==> config.mk <==
export PLATFORM = sky130hd
export DESIGN_NAME = wallace_final_adder_pipe
export DESIGN_NICKNAME = d
export VERILOG_FILES = /design/src/rtl/wallace_final_adder_pipe.sv
export SDC_FILE = /design/constraint.sdc
export NUM_CORES = 1
export LEC_CHECK = 0
export CORE_ASPECT_RATIO = 1.4
export CORE_MARGIN = 2
export CORE_UTILIZATION = 46
export DETAILED_ROUTE_END_ITERATION = 8
export PLACE_DENSITY_LB_ADDON = 0.1
export SETUP_SLACK_MARGIN = 0.3
export SYNTH_ARGS = -nofsm -noshare
export SYNTH_HDL_FRONTEND = slang
export SYNTH_SLANG_ARGS = --single-unit
==> constraint.sdc <==
create_clock -name clk -period 2.8 [get_ports clk]
set_input_delay 0.84 -clock clk [delete_from_list [all_inputs] [get_ports clk]]
set_output_delay 0.84 -clock clk [all_outputs]
set_load 0.01 [all_outputs]
==> src/rtl/wallace_final_adder_pipe.sv <==
`default_nettype none
// ============================================================================
// Module   : wallace_final_adder_pipe
// Brief    : Two-stage carry-lookahead final adder for the Wallace multiplier.
// Revision : 1.0 - initial release
// ============================================================================
module wallace_final_adder_pipe #(
    parameter int WIDTH = 32
) (
    input  logic             clk,
    input  logic             rst,
    input  logic             in_valid,
    output logic             in_ready,
    input  logic [WIDTH-1:0] in_row0,
    input  logic [WIDTH-1:0] in_row1,
    output logic             out_valid,
    input  logic             out_ready,
    output logic [WIDTH-1:0] out_result,
    output logic             out_cout
);

    localparam int HALF = WIDTH / 2;
    localparam int NGRP = HALF / 4;

    // HALF-bit adder built from 4-bit groups; group P/G drive the inter-group carries.
    function automatic logic [HALF:0] cla_add(
        input logic [HALF-1:0] a,
        input logic [HALF-1:0] b,
        input logic            cin
    );
        logic [HALF-1:0] p;
        logic [HALF-1:0] g;
        logic [HALF-1:0] c;
        logic [NGRP-1:0] gp;
        logic [NGRP-1:0] gg;
        logic [NGRP:0]   gc;
        int              base;
        p     = a ^ b;
        g     = a & b;
        c     = '0;
        gc    = '0;
        gc[0] = cin;
        for (int k = 0; k < NGRP; k++) begin
            base  = 4 * k;
            gp[k] = &p[base +: 4];
            gg[k] = g[base+3]
                  | (p[base+3] & g[base+2])
                  | (p[base+3] & p[base+2] & g[base+1])
                  | (p[base+3] & p[base+2] & p[base+1] & g[base]);
            gc[k+1] = gg[k] | (gp[k] & gc[k]);
        end
        for (int k = 0; k < NGRP; k++) begin
            base    = 4 * k;
            c[base] = gc[k];
            for (int i = 1; i < 4; i++) begin
                c[base+i] = g[base+i-1] | (p[base+i-1] & c[base+i-1]);
            end
        end
        return {gc[NGRP], p ^ c};
    endfunction

    logic            s1_valid;
    logic [HALF-1:0] s1_sum_lo;
    logic            s1_c_mid;
    logic [HALF-1:0] s1_hi0;
    logic [HALF-1:0] s1_hi1;
    logic            s2_valid;

    logic            s2_take;
    logic            accept;
    logic [HALF:0]   lo_add;
    logic [HALF:0]   hi_add;

    assign lo_add    = cla_add(in_row0[HALF-1:0], in_row1[HALF-1:0], 1'b0);
    assign hi_add    = cla_add(s1_hi0, s1_hi1, s1_c_mid);

    // in_ready depends only on pipeline state and out_ready, never on in_valid.
    assign s2_take   = s1_valid && (!s2_valid || out_ready);
    assign in_ready  = !s1_valid || s2_take;
    assign accept    = in_valid && in_ready;
    assign out_valid = s2_valid;

    always_ff @(posedge clk or posedge rst) begin
        if (rst) begin
            s1_valid   <= 1'b0;
            s1_sum_lo  <= '0;
            s1_c_mid   <= 1'b0;
            s1_hi0     <= '0;
            s1_hi1     <= '0;
        end else begin
            if (accept) begin
                s1_valid  <= 1'b1;
                s1_sum_lo <= lo_add[HALF-1:0];
                s1_c_mid  <= lo_add[HALF];
                s1_hi0    <= in_row0[WIDTH-1:HALF];
                s1_hi1    <= in_row1[WIDTH-1:HALF];
            end else if (s2_take) begin
                s1_valid  <= 1'b0;
            end
        end
    end

    always_ff @(posedge clk or posedge rst) begin
        if (rst) begin
            s2_valid   <= 1'b0;
            out_result <= '0;
            out_cout   <= 1'b0;
        end else begin
            if (s2_take) begin
                s2_valid   <= 1'b1;
                out_result <= {hi_add[HALF-1:0], s1_sum_lo};
                out_cout   <= hi_add[HALF];
            end else if (out_ready) begin
                s2_valid   <= 1'b0;
            end
        end
    end

endmodule
`default_nettype wire

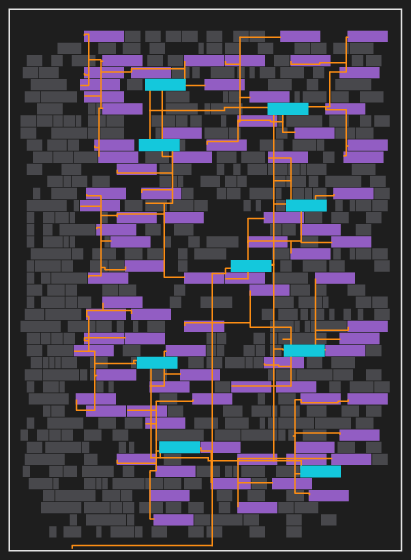
Fig. 1. Clock distribution.
- purple: flip-flops (count 84)
- orange: clock wires (length 1,080 um)
- cyan: clock-net drivers (count 9)
- routed clock nets: 10
- flops lie: widely spread

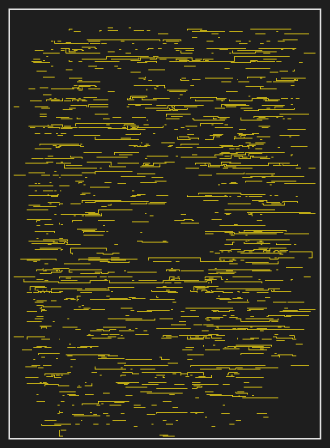
Fig. 2. M1 wires.
- main direction: horizontal
- share of all routed wire: 40%
- nets with wire on the layer: 538

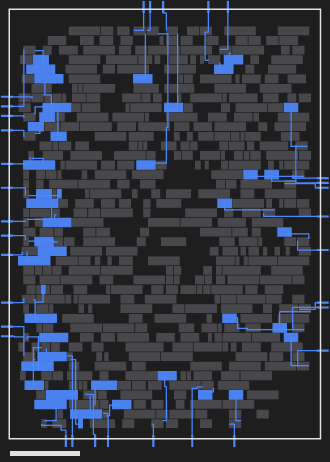
Fig. 3. Nets reached from selected ports.
The bar under the picture is 20 um long.
- blue: `in_row0` (bits 32; direction input; edge 12 west, 8 east, 7 south, 5 north; end cells 43; buffers 36; wire 718 um)

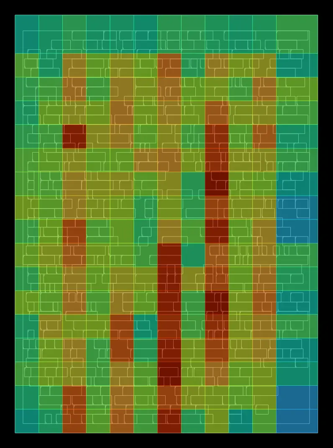
Fig. 4. Routing congestion.
Avg WL per Cell: 15.1 um
gr usage total: 19.0%
Global Route met1 Usage: 21.5%

==> results.txt <==
Outcome: complete, but fails checks
Failing checks: negative setup slack
Drt drc: 0
Comb area share: 39.1%
Xor/xnor share: 1.54%
Worst Slack Setup Final: -0.192 ns
Lkg Pwr: 2.97 nW
Worst path cell trace: buf_8 -> ha_4 -> a21oi_4 -> o21ai_2 -> a41o_1 -> a31o_4 -> fa_2 -> fa_2 -> fa_2 -> mux2_4
Setup TNS: -0.456 ns
Grt total ovfl: 0
Required time worst endpoint: 3.02 ns
CP Buf/Inv Count: 1
# setup viols final: 6
Layout clock buffers: 12
Reg-to-reg critical path startpoint: s1_hi0[0]
Placer Congestion: 0.741
H-tree depth: 3
RSZ-0062 raised after global routing: true
IO Pins: 103
FILL cells: 714
No activity file was given, so power comes from the tool's default toggle rates.
